[src/rtl/mips_pkg.sv]
// ============================================================================
// Module : mips_pkg
// Brief  : Shared constants and helpers for the MIPS pipeline stages.
// Rev    : 1.0  initial release
// ============================================================================
`default_nettype none

package mips_pkg;

    localparam int          XLEN               = 32;
    localparam int          WORD_BYTES         = 4;
    localparam logic [31:0] INSTR_NOP          = 32'h0000_0000;
    localparam int unsigned IMEM_WORDS_DEFAULT = 1024;

    // One bit wider than XLEN so a 4 GB memory (2^30 words) stays representable
    function automatic logic [XLEN:0] imem_bytes(input int unsigned words);
        return (XLEN+1)'(words) * (XLEN+1)'(WORD_BYTES);
    endfunction

    localparam logic [XLEN:0] IMEM_BYTES = imem_bytes(IMEM_WORDS_DEFAULT);

endpackage

`default_nettype wire

[src/rtl/if_id_reg.sv]
// ============================================================================
// Module : if_id_reg
// Brief  : Pipeline register with hold (stall) and flush (bubble) controls.
// Rev    : 1.0  initial release
// ============================================================================
`default_nettype none

module if_id_reg
    import mips_pkg::*;
(
    input  logic            clk,
    input  logic            rst,
    input  logic            i_hold,
    input  logic            i_flush,
    input  logic [XLEN-1:0] i_instr,
    input  logic [XLEN-1:0] i_pc_plus4,
    input  logic            i_valid,
    output logic [XLEN-1:0] o_instr,
    output logic [XLEN-1:0] o_pc_plus4,
    output logic            o_valid
);

    logic [XLEN-1:0] r_instr;
    logic [XLEN-1:0] r_pc_plus4;
    logic            r_valid;

    // Hold outranks flush: a held stage must not lose its contents
    always_ff @(posedge clk) begin
        if (rst) begin
            r_instr    <= INSTR_NOP;
            r_pc_plus4 <= '0;
            r_valid    <= 1'b0;
        end else if (!i_hold) begin
            r_pc_plus4 <= i_pc_plus4;
            if (i_flush) begin
                r_instr <= INSTR_NOP;
                r_valid <= 1'b0;
            end else begin
                r_instr <= i_instr;
                r_valid <= i_valid;
            end
        end
    end

    assign o_instr    = r_instr;
    assign o_pc_plus4 = r_pc_plus4;
    assign o_valid    = r_valid;

endmodule

`default_nettype wire

[src/rtl/instruction_fetch_unit.sv]
// ============================================================================
// Module : instruction_fetch_unit
// Brief  : IF stage - owns the PC, fetches from IMEM, fills the IF/ID register.
// Rev    : 1.0  initial release
// ============================================================================
`default_nettype none

module instruction_fetch_unit
    import mips_pkg::*;
#(
    parameter logic [31:0] RESET_PC   = 32'h0000_0000,
    parameter int unsigned IMEM_WORDS = IMEM_WORDS_DEFAULT
) (
    input  logic        clk,
    input  logic        reset,
    input  logic        stall,
    input  logic        branch_taken,
    input  logic [31:0] branch_target,
    output logic [31:0] imem_addr,
    input  logic [31:0] imem_data,
    output logic [31:0] if_id_instr,
    output logic [31:0] if_id_pc_plus4,
    output logic        if_id_valid,
    output logic        fetch_fault,
    output logic [31:0] fetch_count
);

    localparam logic [XLEN:0]   c_IMEM_BYTES = imem_bytes(IMEM_WORDS);
    localparam logic [XLEN-1:0] c_RESET_PC   = {RESET_PC[XLEN-1:2], 2'b00};

    logic [XLEN-1:0] r_pc;
    logic            r_fault;
    logic [XLEN-1:0] r_count;

    logic            w_in_range;
    logic [XLEN-1:0] w_pc_plus4;
    logic [XLEN-1:0] w_pc_next;
    logic            w_flush;
    logic            w_unused_target_lsbs;

    assign w_in_range           = ({1'b0, r_pc} < c_IMEM_BYTES);
    assign w_pc_plus4           = r_pc + XLEN'(WORD_BYTES);
    assign w_pc_next            = branch_taken ? {branch_target[XLEN-1:2], 2'b00} : w_pc_plus4;
    assign w_flush              = branch_taken | ~w_in_range;
    assign w_unused_target_lsbs = ^branch_target[1:0];

    always_ff @(posedge clk) begin
        if (reset) begin
            r_pc    <= c_RESET_PC;
            r_fault <= 1'b0;
            r_count <= '0;
        end else if (!stall) begin
            r_pc <= w_pc_next;
            if (!w_in_range) begin
                r_fault <= 1'b1;
            end
            // Only real, on-path fetches are counted
            if (w_in_range && !branch_taken) begin
                r_count <= r_count + 1'b1;
            end
        end
    end

    if_id_reg u_if_id_reg (
        .clk        (clk),
        .rst        (reset),
        .i_hold     (stall),
        .i_flush    (w_flush),
        .i_instr    (imem_data),
        .i_pc_plus4 (w_pc_plus4),
        .i_valid    (1'b1),
        .o_instr    (if_id_instr),
        .o_pc_plus4 (if_id_pc_plus4),
        .o_valid    (if_id_valid)
    );

    assign imem_addr   = r_pc;
    assign fetch_fault = r_fault;
    assign fetch_count = r_count;

endmodule

`default_nettype wire

[config.mk]
export PLATFORM = sky130hd
export DESIGN_NAME = instruction_fetch_unit
export DESIGN_NICKNAME = d
export VERILOG_FILES = /design/src/rtl/mips_pkg.sv /design/src/rtl/if_id_reg.sv /design/src/rtl/instruction_fetch_unit.sv
export SDC_FILE = /design/constraint.sdc
export NUM_CORES = 1
export LEC_CHECK = 0
export CELL_PAD_IN_SITES_DETAIL_PLACEMENT = 1
export CELL_PAD_IN_SITES_GLOBAL_PLACEMENT = 2
export CORE_UTILIZATION = 30
export CTS_CLUSTER_DIAMETER = 200
export CTS_CLUSTER_SIZE = 24
export DETAILED_ROUTE_END_ITERATION = 10
export HOLD_SLACK_MARGIN = 0.15
export PLACE_DENSITY = 0.95
export SLEW_MARGIN = 20
export SYNTH_ARGS = -nofsm -noshare
export SYNTH_HDL_FRONTEND = slang
export SYNTH_HIERARCHICAL = 1
export SYNTH_SLANG_ARGS = --single-unit
export TNS_END_PERCENT = 100
[constraint.sdc]
create_clock -name clk -period 5.5 [get_ports clk]
set_input_delay 0.825 -clock clk [delete_from_list [all_inputs] [get_ports clk]]
set_output_delay 0.825 -clock clk [all_outputs]
set_load 0.01 [all_outputs]
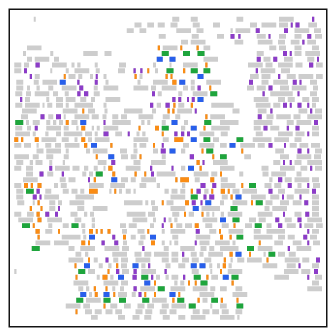
Figure 1: run 1, gate families picked out.
Key: blue = XOR/XNOR gates [cells 33, most used xnor2_1]; green = multiplexers [cells 42, most used mux2i_1]; orange = NOR gates [cells 119, most used nor2_1]; purple = NAND gates [cells 139, most used nand2_1, where widely spread]

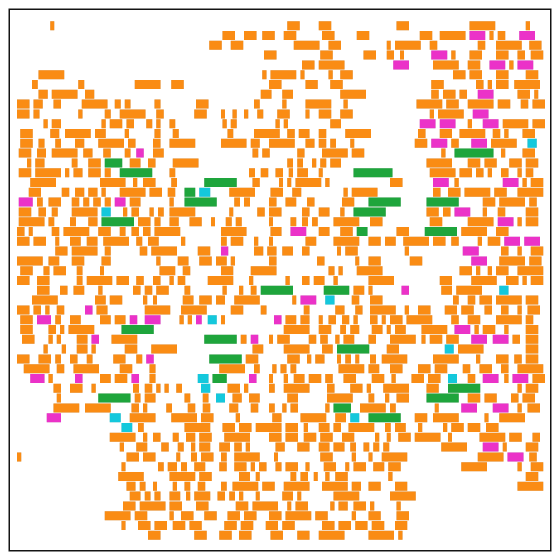
Figure 2: run 1, cells by drive strength.
Key: green = drive 6 and up [cells 25, share 2.7%]; cyan = drive 3 to 4 [cells 14, share 1.5%]; orange = drive 1 or less [cells 837, share 90%]; magenta = drive 2 [cells 51, share 5.5%]

==> ci_impl_report.md, run 1 <==
## Synthesis and layout report

| Metric | Value |
|---|---|
| Outcome | finished, final reports clean |
| Met1 Wirelength | around 9500 µm |
| Commonest cells post-synth | dfxtp_1 (128), nor2_1 (86), nand2_1 (61) |
| Area leader, netlist | dfxtp_1 |
| Cell count after synthesis | 757 |
| Final clock-cell share | under 10% |
| Most frequent cell after synthesis | dfxtp_1 |
| Max-cap violation count | 0 |
| GRT Overall Usage | between 10% and 20% |
| CP max stage delay | around 700 ps |
| Flop share of the area | between 20% and 30% |
| Met3 wire length | 1820 µm |
| GR Layer Usage met2 | between 30 and 40% |
| PD cells | 265 mW/mm² |
| DRC | 0 |
| Metal2 WL | approximately 10,000 µm |
| Yosys simple share | ~25% |
| CTS Buffer Depth | 2 |
| Layout fillers | 2,451 |
| Mux share | 6.48% |
| Met1 usage | roughly 23% |
| Type of origin of the critical path | flop |
| WL per Instance | ~18 µm |
| Final Cycle Share | approximately 50% |
| Non-CTS buffers | between 150 and 200 |
| TritonCTS Buffers | 17 |
| Pins Over Slew Limit | 0 |
| Sequential power | just under 0.001 W |
| Critical Path Start | imem_addr[26]$_SDFFE_PP0N_ |
| Multi-input combinational area share | around two fifths |
| Commonest flop | dfxtp_1 |
| Highest routed layer | met5 |
| WS Path Type | reg -> reg |
| Grt ovf | 0 |
| Worst Hold Depth | 2 |
| Power Clock | 0.00116 W |
| Most used cell, CP | nor4_1 |
| Fin util | 43.0% |
| Area fraction in compound gates | ~18% |
| Layout cell share with drive strength beyond 1 | 9.71% |
| Post-Syn Area | 0.00656 mm² |
| Input/output buffers | 193 |
| First-pass GRT wire length | between 30,000 and 40,000 µm |
| Vias in the first global route | approximately 6,000 |
| DIE WIDTH | 150 µm |
| Bufs and invs on worst path | 0 |
| Sw Ratio | 26.1% |
| Via/cell ratio | around 5.1 |
| # IOs | just under 200 |
| Clock buf count | 19 |
| Sequential cell area | about 0.0026 mm² |
| Worst EP required | between 5000 and 6000 ps |
| Logic cell area | about 0.0036 mm² |
| PostCTS Resize Cnt | 0 |
| Signal inverters | 17 |
| DR vias | about 6,000 |
| Post-synth top area share | slightly below 40% |
| Slew @ Worst Pin | between 1000 and 1500 ps |
| Flip-flops with a built-in enable | 0 |
| Synth-to-Final Area Change | 38.9% |
| Largest Pwr Group | clock |
| Fin crit period | 2740 ps |
| Fin Hold WS | 476 ps |
| Reg-to-reg endpoint | fetch_count[31]$_SDFFE_PP0P_ |
| Met3 Use GR | roughly 7.1% |
| Xor+xnor area frac | 4.41% |
| Final Cell Area | ~0.0091 mm² |
| Post-synthesis area per instance | 8.67 µm² |
| Core Region | about 0.021 mm² |
| First-pass detailed-route iteration total | 4 |
| Root Driver | clkbuf_16 |
| CTS tree | done |
| Die Area | roughly 0.022 mm² |
| Fp util | between 30 and 40% |
| Max Freq | roughly 360 MHz |
| P_int | 0.00179 W |
| Layout non-clock buf frac | approximately 22% |
| Post-CTS Setup Inserts | 0 |
| Total clock sinks | 128 |
| Worst vdd ir | approximately 0.00023 V |
| Cell Chain, Critical Path | nor4_1 > nand3_1 > or3_1 > nor4_1 > mux2_2 |
| Synth warn | 6 |
| Worst Hold Class | reg -> reg |
| Num rows | ~53 |
| Combinational Power Share | roughly 11% |
| Chip area in the Yosys report | 0.00656 mm² |
| Synthesized registers | about 130 |
| Switch Pwr | ~0.00063 W |
| Worst slew margin | between 30% and 40% |
| Pin count of the biggest net entering global routing | roughly 86 |
| Clk_lat worst skew | 420 ps |
| Logic power comb | about 0.00027 W |
| Dpl hpwl | roughly 15,000 µm |
| Seq cells | 128 |
| Clk pwr share | between 40 and 50% |
| Final setup violating endpoints | 0 |
| Leak Pwr | ~3.2 nW |
| Comb gates | 552 |
| R2R depth | 5 |
| # hold bufs at CTS | 0 |
| RSZ-0062 raised after global routing | false |
| Worst Path Max Fanout | 14 |
| Setup ws final | 2760 ps |
| CP Depth | 5 |
| Seq pwr share | about two fifths |
| Unique cell types | 56 |
| Final ANT Viol Nets | 0 |
| Adder Share, Synth | 0.381% |
| Initial drt markers | between 200 and 250 |
| Most frequent logic cells in the routed design | clkdlybuf4s50_1 (190), dfxtp_1 (128), nor2_1 (86), nand2_1 (61), a21oi_1 (45) |
| Setup crit end | fetch_count[31]$_SDFFE_PP0P_ |
| Layout Nets | slightly below 1,000 |
| Diode count | 0 |
| H-tree levels | 4 |
| Clock skew | ~10 ps |
| Initial antenna violation count | 3 |
| Cell Area, Placed | around 0.0085 mm² |
| Top cells by area | dfxtp_1 (39%), mux2i_1 (5.8%), o22ai_2 (5.7%) |
| Top cell category | logic gates |
| N_taps | about 280 |
| Layout Cells excl Fill | 1,202 |
| Endpoint, Worst Hold | u_if_id_reg/o_instr[29]$_SDFFE_PP0N_ |
| CP arrival | roughly 3000 ps |
| Final Hold Vio Count | 0 |
| Flop2flop setup slack | 2760 ps |
| GPL Wtd Cong | 0.785 |
| Clock-pin slew on the worst setup and hold paths | 60 ps |
| OpenROAD warning count | 28 |
| Main logic family | simple AND/OR/NAND/NOR gates |
| Slowest stage cell, crit path | or3_1 |
| Post-synthesis sequential area ratio | 39.1% |
| Busiest grt layer | met2 |
| Crit end category | flop |
| Placed cell count | around 1,200 |
| PnR Total Power | approximately 0.0024 W |
| Top cell excl fill/tap | clkdlybuf4s50_1 |
| Total Wirelength | 21,600 µm |
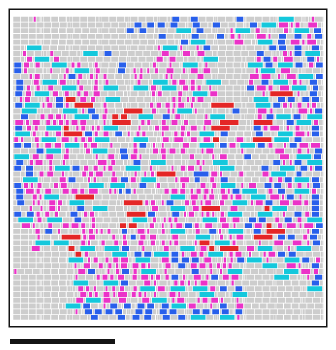
Figure 3: run 1, cells colored by class.
The bar under the picture is 50 µm long. Fill, decap, tap and diode cells in gray.
Key: blue = other buffers and delay cells [cells 198]; cyan = flops [cells 128]; magenta = all other logic [cells 569]; red = clock drivers and dummy loads [cells 32]

==> inputs of run 2 (changes only) <==
--- a/config.mk
+++ b/config.mk
@@ -7,12 +7,12 @@
 export LEC_CHECK = 0
 export CELL_PAD_IN_SITES_DETAIL_PLACEMENT = 1
 export CELL_PAD_IN_SITES_GLOBAL_PLACEMENT = 2
-export CORE_UTILIZATION = 30
+export CORE_UTILIZATION = 27
 export CTS_CLUSTER_DIAMETER = 200
 export CTS_CLUSTER_SIZE = 24
 export DETAILED_ROUTE_END_ITERATION = 10
 export HOLD_SLACK_MARGIN = 0.15
-export PLACE_DENSITY = 0.95
+export PLACE_DENSITY = 0.91
 export SLEW_MARGIN = 20
 export SYNTH_ARGS = -nofsm -noshare
 export SYNTH_HDL_FRONTEND = slang
==> constraint.sdc (replaced) <==
create_clock -name clk -period 2.7 [get_ports clk]
set_input_delay 0.405 -clock clk [delete_from_list [all_inputs] [get_ports clk]]
set_output_delay 0.405 -clock clk [all_outputs]
set_load 0.01 [all_outputs]
==> run 2 against run 1 <==
- final cell count up 6.2%
- fmax grew 17%
- clock-buffer cell count unchanged
- critical path depth is 1 higher
- critical endpoint is now fetch_count[5]$_SDFFE_PP0P_
- power up 120%
- hold slack worse by 150 ps
- non-clock buffer count is 28 higher
- sequential power rose by 100%
- cell area increased by 4.1%
==> ci_impl_report.md, run 2 <==
## Synthesis and layout report

| Metric | Value |
|---|---|
| Initial drt markers | 319 (was 233) |
| Seq cells | 128 (unchanged) |
| WL per Instance | 17.8 µm (was 17.9 µm) |
| DRC | 0 (unchanged) |
| R2R depth | 6 (was 5) |
| Xor+xnor area frac | 4.41% (unchanged) |
| Switch Pwr | 0.00126 W (was 0.000631 W) |
| # IOs | 198 (unchanged) |
| Pins Over Slew Limit | 0 (unchanged) |
| Power Clock | 0.00267 W (was 0.00116 W) |
| First-pass GRT wire length | 35,000 µm (was 33,300 µm) |
| Core Region | 0.0237 mm² (was 0.0212 mm²) |
| Clk_lat worst skew | 420 ps (about the same) |
| Cell Chain, Critical Path | nor4_1 > nand2_1 > or3_1 > buf_4 > or3_1 > a21oi_1 (was nor4_1 > nand3_1 > or3_1 > nor4_1 > mux2_2) |
| Input/output buffers | 193 (unchanged) |
| WS Path Type | reg -> reg (unchanged) |
| Synthesized registers | 128 (unchanged) |
| Main logic family | simple AND/OR/NAND/NOR gates (unchanged) |
| Top cell category | logic gates (unchanged) |
| Most frequent cell after synthesis | dfxtp_1 (unchanged) |
| Vias in the first global route | 6,368 (was 6,019) |
| Yosys simple share | 24.8% (unchanged) |
| Die Y-Extent | 158 µm (was 150 µm) |
| Area fraction in compound gates | 18.0% (unchanged) |
| Post-CTS Setup Inserts | 0 (unchanged) |
| Seq pwr share | 37.8% (was 40.7%) |
| Largest Pwr Group | clock (unchanged) |
| Synth-to-Final Area Change | 44.6% (was 38.9%) |
| Total clock sinks | 128 (unchanged) |
| Fp util | 27.7% (was 30.9%) |
| Crit end category | flop (unchanged) |
| CP arrival | 2700 ps (was 3050 ps) |
| Worst EP required | 3050 ps (was 5810 ps) |
| Metal2 WL | 10,400 µm (was 10,000 µm) |
| Clock skew | 9.95 ps (was 10.0 ps) |
| Non-CTS buffers | 226 (was 198) |
| Final Hold Vio Count | 0 (unchanged) |
| Grt ovf | 0 (unchanged) |
| Post-Syn Area | 0.00656 mm² (unchanged) |
| Setup ws final | 353 ps (was 2760 ps) |
| Highest routed layer | met5 (unchanged) |
| Dpl hpwl | 16,100 µm (was 15,000 µm) |
| Layout fillers | 2,820 (was 2,451) |
| Max Freq | 426 MHz (was 365 MHz) |
| H-tree levels | 4 (unchanged) |
| Bufs and invs on worst path | 1 (was 0) |
| Die Area | 0.0249 mm² (was 0.0225 mm²) |
| Type of origin of the critical path | flop (unchanged) |
| Met1 usage | 21.8% (was 23.2%) |
| Chip area in the Yosys report | 0.00656 mm² (unchanged) |
| Layout non-clock buf frac | 23.3% (was 21.6%) |
| Worst Hold Class | in -> reg (was reg -> reg) |
| Clk pwr share | 50.7% (was 48.1%) |
| CP max stage delay | 560 ps (was 700 ps) |
| Area leader, netlist | dfxtp_1 (unchanged) |
| PD cells | 555 mW/mm² (was 265 mW/mm²) |
| Cell Area, Placed | 0.00880 mm² (was 0.00851 mm²) |
| Reg-to-reg endpoint | fetch_count[5]$_SDFFE_PP0P_ (was fetch_count[31]$_SDFFE_PP0P_) |
| Initial antenna violation count | 4 (was 3) |
| Final Cell Area | 0.00949 mm² (was 0.00911 mm²) |
| Combinational Power Share | 11.5% (was 11.2%) |
| Busiest grt layer | met2 (unchanged) |
| Most used cell, CP | or3_1 (was nor4_1) |
| TritonCTS Buffers | 17 (unchanged) |
| Synth warn | 6 (unchanged) |
| Cell count after synthesis | 757 (unchanged) |
| Fin Hold WS | 324 ps (was 476 ps) |
| N_taps | 319 (was 275) |
| Outcome | finished, final reports clean (unchanged) |
| Layout Nets | 1,012 (was 984) |
| Total Wirelength | 22,700 µm (was 21,600 µm) |
| Clock buf count | 19 (unchanged) |
| Commonest flop | dfxtp_1 (unchanged) |
| Flip-flops with a built-in enable | 0 (unchanged) |
| Slew @ Worst Pin | 589 ps (was 1010 ps) |
| Pin count of the biggest net entering global routing | 121 (was 86) |
| RSZ-0062 raised after global routing | false (unchanged) |
| Worst Path Max Fanout | 8 (was 14) |
| PnR Total Power | 0.00526 W (was 0.00242 W) |
| Fin util | 40.1% (was 43.0%) |
| Sequential cell area | 0.00256 mm² (unchanged) |
| P_int | 0.00400 W (was 0.00179 W) |
| Unique cell types | 56 (unchanged) |
| Final setup violating endpoints | 0 (unchanged) |
| Via/cell ratio | 4.91 (was 5.13) |
| Diode count | 2 (was 0) |
| Sequential power | 0.00199 W (was 0.000985 W) |
| DR vias | 6,259 (was 6,166) |
| Leak Pwr | 3.34 nW (was 3.15 nW) |
| Final clock-cell share | 7.14% (was 6.66%) |
| Adder Share, Synth | 0.381% (unchanged) |
| Clock-pin slew on the worst setup and hold paths | 60 ps (about the same) |
| Fin crit period | 2350 ps (was 2740 ps) |
| Layout Cells excl Fill | 1,276 (was 1,202) |
| DIE WIDTH | 158 µm (was 150 µm) |
| Post-synthesis area per instance | 8.67 µm² (unchanged) |
| Logic power comb | 0.000605 W (was 0.000270 W) |
| Critical Path Start | imem_addr[12]$_SDFFE_PP0N_ (was imem_addr[26]$_SDFFE_PP0N_) |
| Post-synth top area share | 39.1% (unchanged) |
| Final ANT Viol Nets | 0 (unchanged) |
| Slowest stage cell, crit path | or3_1 (unchanged) |
| GPL Wtd Cong | 0.801 (was 0.785) |
| GR Layer Usage met2 | 30.1% (was 31.3%) |
| Layout cell share with drive strength beyond 1 | 12.3% (was 9.71%) |
| PostCTS Resize Cnt | 0 (unchanged) |
| CTS Buffer Depth | 2 (unchanged) |
| Placed cell count | 1,242 (was 1,170) |
| Met3 Use GR | 6.35% (was 7.07%) |
| Flop2flop setup slack | 350 ps (was 2760 ps) |
| Top cell excl fill/tap | clkdlybuf4s50_1 (unchanged) |
| GRT Overall Usage | 18.3% (was 19.0%) |
| Signal inverters | 17 (unchanged) |
| Most frequent logic cells in the routed design | clkdlybuf4s50_1 (190), dfxtp_1 (128), nor2_1 (86), nand2_1 (61), a21oi_1 (45) (unchanged) |
| # hold bufs at CTS | 0 (unchanged) |
| Met3 wire length | 1920 µm (was 1820 µm) |
| Multi-input combinational area share | 37.7% (was 39.1%) |
| Top cells by area | dfxtp_1 (39%), mux2i_1 (5.8%), o22ai_2 (5.7%) (unchanged) |
| Root Driver | clkbuf_16 (unchanged) |
| Met1 Wirelength | 9890 µm (was 9510 µm) |
| Worst slew margin | 60.7% (was 32.6%) |
| Num rows | 56 (was 53) |
| Flop share of the area | 27.0% (was 28.1%) |
| Setup crit end | fetch_count[5]$_SDFFE_PP0P_ (was fetch_count[31]$_SDFFE_PP0P_) |
| Worst Hold Depth | 2 (unchanged) |
| Worst slack, placed | 313 ps (was 2400 ps) |
| First-pass detailed-route iteration total | 4 (unchanged) |
| CP Depth | 6 (was 5) |
| Commonest cells post-synth | dfxtp_1 (128), nor2_1 (86), nand2_1 (61) (unchanged) |
| Logic cell area | 0.00357 mm² (about the same) |
| CTS tree | done (unchanged) |
| Max-cap violation count | 0 (unchanged) |
| Mux share | 6.48% (unchanged) |
| Final Cycle Share | 86.9% (was 49.9%) |
| OpenROAD warning count | 34 (was 28) |
| Endpoint, Worst Hold | imem_addr[30]$_SDFFE_PP0N_ (was u_if_id_reg/o_instr[29]$_SDFFE_PP0N_) |
| Comb gates | 552 (unchanged) |
| Worst vdd ir | 0.000269 V (was 0.000227 V) |
| Post-synthesis sequential area ratio | 39.1% (unchanged) |
| Sw Ratio | 23.9% (was 26.1%) |
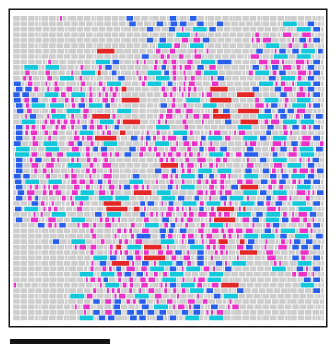
Figure 4: run 2, cells colored by class.
The bar under the picture is 50 µm long. Fill, decap, tap and diode cells in gray.
Key: blue = other buffers and delay cells [cells 226]; cyan = flops [cells 128]; red = clock drivers and dummy loads [cells 32]; magenta = all other logic [cells 569]

No activity file was given, so power comes from the tool's default toggle rates.
